File: config.mk
export PLATFORM = sky130hd
export DESIGN_NAME = mod_counter_flat
export DESIGN_NICKNAME = d
export VERILOG_FILES = /design/src/rtl/counter_pkg.sv /design/src/rtl/mod_counter_if.sv /design/src/rtl/counter_step.sv /design/src/rtl/mod_counter.sv /design/src/flat_wrapper.sv
export SDC_FILE = /design/constraint.sdc
export NUM_CORES = 1
export LEC_CHECK = 0
export ABC_AREA = 1
export CORE_ASPECT_RATIO = 1.4
export CORE_UTILIZATION = 25
export DETAILED_ROUTE_END_ITERATION = 16
export PLACE_DENSITY_LB_ADDON = 0.05
export SETUP_SLACK_MARGIN = 0.02
export SLEW_MARGIN = 0
export SYNTH_ARGS = -nofsm -noshare
export SYNTH_HDL_FRONTEND = slang
export SYNTH_SLANG_ARGS = --single-unit
export TNS_END_PERCENT = 100
File: constraint.sdc
create_clock -name clk -period 0.8 [get_ports clk]
set_input_delay 0.24 -clock clk [delete_from_list [all_inputs] [get_ports clk]]
set_output_delay 0.24 -clock clk [all_outputs]
set_load 0.03 [all_outputs]
File: src/rtl/counter_pkg.sv
// rtl/counter_pkg.sv - shared mode encoding, FSM state type and mode decode for mod_counter
package counter_pkg;

    typedef enum logic [1:0] {
        WRAP     = 2'b00,
        SATURATE = 2'b01,
        ONESHOT  = 2'b10
    } mode_e;

    typedef enum logic [1:0] {
        IDLE = 2'b00,
        RUN  = 2'b01,
        DONE = 2'b10
    } state_e;

    // The unused 2'b11 encoding behaves as WRAP.
    function automatic mode_e decode_mode(input logic [1:0] mode_bits);
        case (mode_bits)
            2'b01:   return SATURATE;
            2'b10:   return ONESHOT;
            default: return WRAP;
        endcase
    endfunction

endpackage

File: src/rtl/mod_counter_if.sv
// rtl/mod_counter_if.sv - control/status bundle between mod_counter and its driver
interface mod_counter_if #(
    parameter int unsigned WIDTH = 4
) ();
    logic             en;
    logic             up;
    logic [1:0]       mode;
    logic             start;
    logic             stop;
    logic             load;
    logic [WIDTH-1:0] load_val;
    logic [WIDTH-1:0] D;
    logic             tc;
    logic             busy;
    logic             done;

    modport master (
        output en, up, mode, start, stop, load, load_val,
        input  D, tc, busy, done
    );

    modport slave (
        input  en, up, mode, start, stop, load, load_val,
        output D, tc, busy, done
    );
endinterface

File: src/rtl/counter_step.sv
// rtl/counter_step.sv - combinational next-count, terminal-hit and wrap computation
module counter_step
    import counter_pkg::*;
#(
    parameter int unsigned      WIDTH = 4,
    parameter logic [WIDTH-1:0] MAX   = {WIDTH{1'b1}}
) (
    input  logic [WIDTH-1:0] d_i,
    input  logic             up_i,
    input  mode_e            mode_i,
    output logic [WIDTH-1:0] next_o,
    output logic             hit_o,
    output logic             wrap_o
);

    logic [WIDTH-1:0] term;
    logic             at_term;

    assign term    = up_i ? MAX : '0;
    assign at_term = (d_i == term);

    // Sitting on the terminal value: WRAP jumps to the other end, the others hold.
    always_comb begin
        next_o = d_i;
        wrap_o = 1'b0;
        if (at_term) begin
            if (mode_i == WRAP) begin
                wrap_o = 1'b1;
                next_o = up_i ? '0 : MAX;
            end
        end else begin
            next_o = up_i ? d_i + WIDTH'(1) : d_i - WIDTH'(1);
        end
    end

    assign hit_o = (next_o == term);

endmodule

File: src/rtl/mod_counter.sv
// rtl/mod_counter.sv - up/down modulo counter with WRAP/SATURATE/ONESHOT modes and IDLE/RUN/DONE FSM
module mod_counter
    import counter_pkg::*;
#(
    parameter int unsigned      WIDTH = 4,
    parameter logic [WIDTH-1:0] MAX   = {WIDTH{1'b1}}
) (
    input  logic          clk,
    input  logic          reset,
    mod_counter_if.slave  bus
);

    logic rst_meta_q;
    logic rst_sync_q;

    // Assert immediately, release two edges later so the first active edge is clean.
    always_ff @(posedge clk or negedge reset) begin
        if (!reset) begin
            rst_meta_q <= 1'b0;
            rst_sync_q <= 1'b0;
        end else begin
            rst_meta_q <= 1'b1;
            rst_sync_q <= rst_meta_q;
        end
    end

    state_e           state_q, state_d;
    logic [WIDTH-1:0] count_q, count_d;
    logic             tc_q, tc_d;

    mode_e            mode;
    logic [WIDTH-1:0] load_clamped;
    logic [WIDTH-1:0] step_next;
    logic             step_hit;
    logic             step_wrap;

    assign mode         = decode_mode(bus.mode);
    assign load_clamped = (bus.load_val > MAX) ? MAX : bus.load_val;

    counter_step #(
        .WIDTH (WIDTH),
        .MAX   (MAX)
    ) u_step (
        .d_i    (count_q),
        .up_i   (bus.up),
        .mode_i (mode),
        .next_o (step_next),
        .hit_o  (step_hit),
        .wrap_o (step_wrap)
    );

    always_comb begin
        state_d = state_q;
        count_d = count_q;
        tc_d    = 1'b0;
        if (bus.load) begin
            count_d = load_clamped;
            if (state_q == DONE) begin
                state_d = IDLE;
            end
        end else if (bus.stop && (state_q == RUN)) begin
            state_d = IDLE;
        end else if (bus.start && (state_q != RUN)) begin
            state_d = RUN;
        end else begin
            case (state_q)
                RUN: begin
                    if (bus.en) begin
                        count_d = step_next;
                        tc_d    = step_hit & ~step_wrap;
                        if (step_hit && (mode != WRAP)) begin
                            state_d = DONE;
                        end
                    end
                end
                DONE: begin
                    // ONESHOT rearms at the start end for the direction seen now.
                    if (mode == ONESHOT) begin
                        count_d = bus.up ? '0 : MAX;
                        state_d = IDLE;
                    end
                end
                default: ;
            endcase
        end
    end

    always_ff @(posedge clk or negedge rst_sync_q) begin
        if (!rst_sync_q) begin
            state_q <= IDLE;
            count_q <= '0;
            tc_q    <= 1'b0;
        end else begin
            state_q <= state_d;
            count_q <= count_d;
            tc_q    <= tc_d;
        end
    end

    assign bus.D    = count_q;
    assign bus.tc   = tc_q;
    assign bus.busy = (state_q == RUN);
    assign bus.done = (state_q == DONE);

endmodule

File: src/flat_wrapper.sv
// flat-port wrapper written by rule: the top's interface ports become plain ports
module mod_counter_flat import counter_pkg::*;
#(
    parameter int unsigned      WIDTH = 4,
    parameter logic [WIDTH-1:0] MAX   = {WIDTH{1'b1}}
)
  (clk, reset, bus_en, bus_up, bus_mode, bus_start, bus_stop, bus_load, bus_load_val, bus_D, bus_tc, bus_busy, bus_done);
  mod_counter_if #(.WIDTH(WIDTH)) bus_i ();
  input  logic clk;
  input  logic reset;
  input wire logic [$bits(bus_i.en)-1:0] bus_en;
  input wire logic [$bits(bus_i.up)-1:0] bus_up;
  input wire logic [$bits(bus_i.mode)-1:0] bus_mode;
  input wire logic [$bits(bus_i.start)-1:0] bus_start;
  input wire logic [$bits(bus_i.stop)-1:0] bus_stop;
  input wire logic [$bits(bus_i.load)-1:0] bus_load;
  input wire logic [$bits(bus_i.load_val)-1:0] bus_load_val;
  output wire logic [$bits(bus_i.D)-1:0] bus_D;
  output wire logic [$bits(bus_i.tc)-1:0] bus_tc;
  output wire logic [$bits(bus_i.busy)-1:0] bus_busy;
  output wire logic [$bits(bus_i.done)-1:0] bus_done;
  assign bus_i.en = bus_en;
  assign bus_i.up = bus_up;
  assign bus_i.mode = bus_mode;
  assign bus_i.start = bus_start;
  assign bus_i.stop = bus_stop;
  assign bus_i.load = bus_load;
  assign bus_i.load_val = bus_load_val;
  assign bus_D = bus_i.D;
  assign bus_tc = bus_i.tc;
  assign bus_busy = bus_i.busy;
  assign bus_done = bus_i.done;
  mod_counter #(.WIDTH(WIDTH), .MAX(MAX)) u_core (.clk(clk), .reset(reset), .bus(bus_i));
endmodule
==> results.tsv <==
metric	value	unit
run status	finished with violations	
violations in the final reports	setup timing	
wire length of the first global-routing pass	4133	µm
metal2 WL	1558	µm
Die Outline Area	3229	µm²
routed wirelength normalized by instance count	12.67	µm
setup slack on the worst flop-to-flop path	-1.03	ns
share of the cycle needed by the critical path after routing	229.5	%
Post-route DRC	0	
number of endpoints failing setup at the final stage	14	
timing startpoint of the critical path	bus_up	
wire length on met1	931	µm
Post-Route Hold Slack	0.1167	ns
Post-Synthesis Net Count	128	
mean post-synth cell area	6.887	µm²
maximum number of pins on one net before global-route repair	9	
max FFs per register	4	
synthesized netlist cell count	109	
root buffer cell	clkbuf_8	
tool warnings	30	
Critical path buffers and inverters	2	
number of post-CTS setup repair buffers	12	
grt total ovfl	0	
Antenna diodes	0	
overall power	6.469	mW
Final Worst Setup Slack	-1.036	ns
arrival time worst endpoint	1.95	ns
WS Path Type	primary input to register	
-- power breakdown --
part | internal (mW) | total (mW) | switching (mW)
combinational | 2.63 | 5.13 | 2.50
clock | 0.346 | 0.514 | 0.168
sequential | 0.632 | 0.825 | 0.193
total | 3.61 | 6.47 | 2.86
-- metal layers --
layer | track usage (%) | vias up
met3 | 4.338 | 6
li1 | - | 474
met1 | 16.41 | 457
met4 | 3.676 | 0
met5 | 0 | -
met2 | 36.62 | 16
-- cell type report --
| class | count | area (µm²) | share of cell area (%) |
|---|---|---|---|
| clock buffer | 4 | 45.04 | 2.812 |
| inverter | 14 | 62.56 | 3.906 |
| multi-input combinational | 85 | 680.7 | 42.50 |
| sequential | 9 | 229.0 | 14.30 |
| tap | 37 | 46.29 | 2.891 |
| timing repair buffer | 56 | 538.0 | 33.59 |
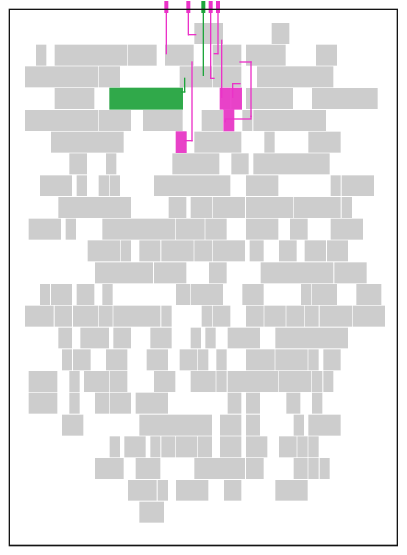
*Nets reached from selected ports*
(8 px per µm)
- `bus_load_val`: magenta (bits 4; direction input; edge north; end cells 4; wire 56.0 µm)
- `bus_tc`: green (bits 1; direction output; edge north; end cells 1; wire 10.1 µm)
I/O Buffers: 19
count of boundary I/O pins: 20

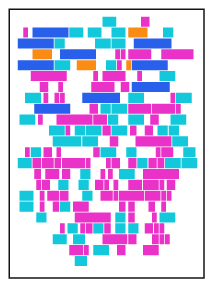
*Cell classes on the final placement*
(4 px per µm)
- remaining buffers and delay cells: cyan (cells 56)
- clock drivers and dummy loads: orange (cells 4)
- remaining logic cells: magenta (cells 99)
- sequential cells: blue (cells 9)
Seq area share: 14.30%
placeable core region: 2849 µm²
number of rows created at floorplan: 23
utilization of the core after routing: 56.21%
Layout Cell Area excl Fill: 1602 µm²

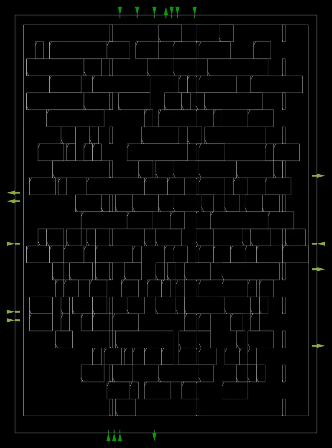
*Placed standard cells*
n_taps: 37
flip-flops: 9
count of filler cells inserted in the layout: 261
Post-Layout Cell Count: 205

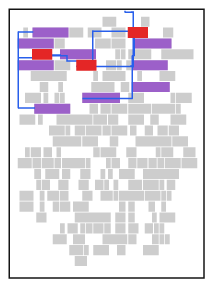
*Clock wires, drivers and flops*
(4 px per µm)
- clock wires: blue (length 135 µm)
- flip-flops: purple (count 9)
- clock-net drivers: red (count 3)
- routed clock nets: 4
clock latency on the worst-skew pair: 0.23 ns
total clock network power: 0.514 mW

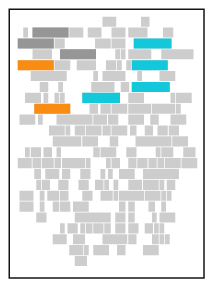
*Register map, names as in the netlist*
(4 px per µm) Other sequential cells in the stronger grey, the rest of the logic in the fainter grey.
- `u_core.bus.D`: cyan (flops 4; where north-east)
- `u_core.state_q`: orange (flops 2)
- not coloured: 3
power in sequential cells: 0.825 mW
sequential standard cell area: 229.0 µm²

Power is estimated from default activity; no workload was simulated.
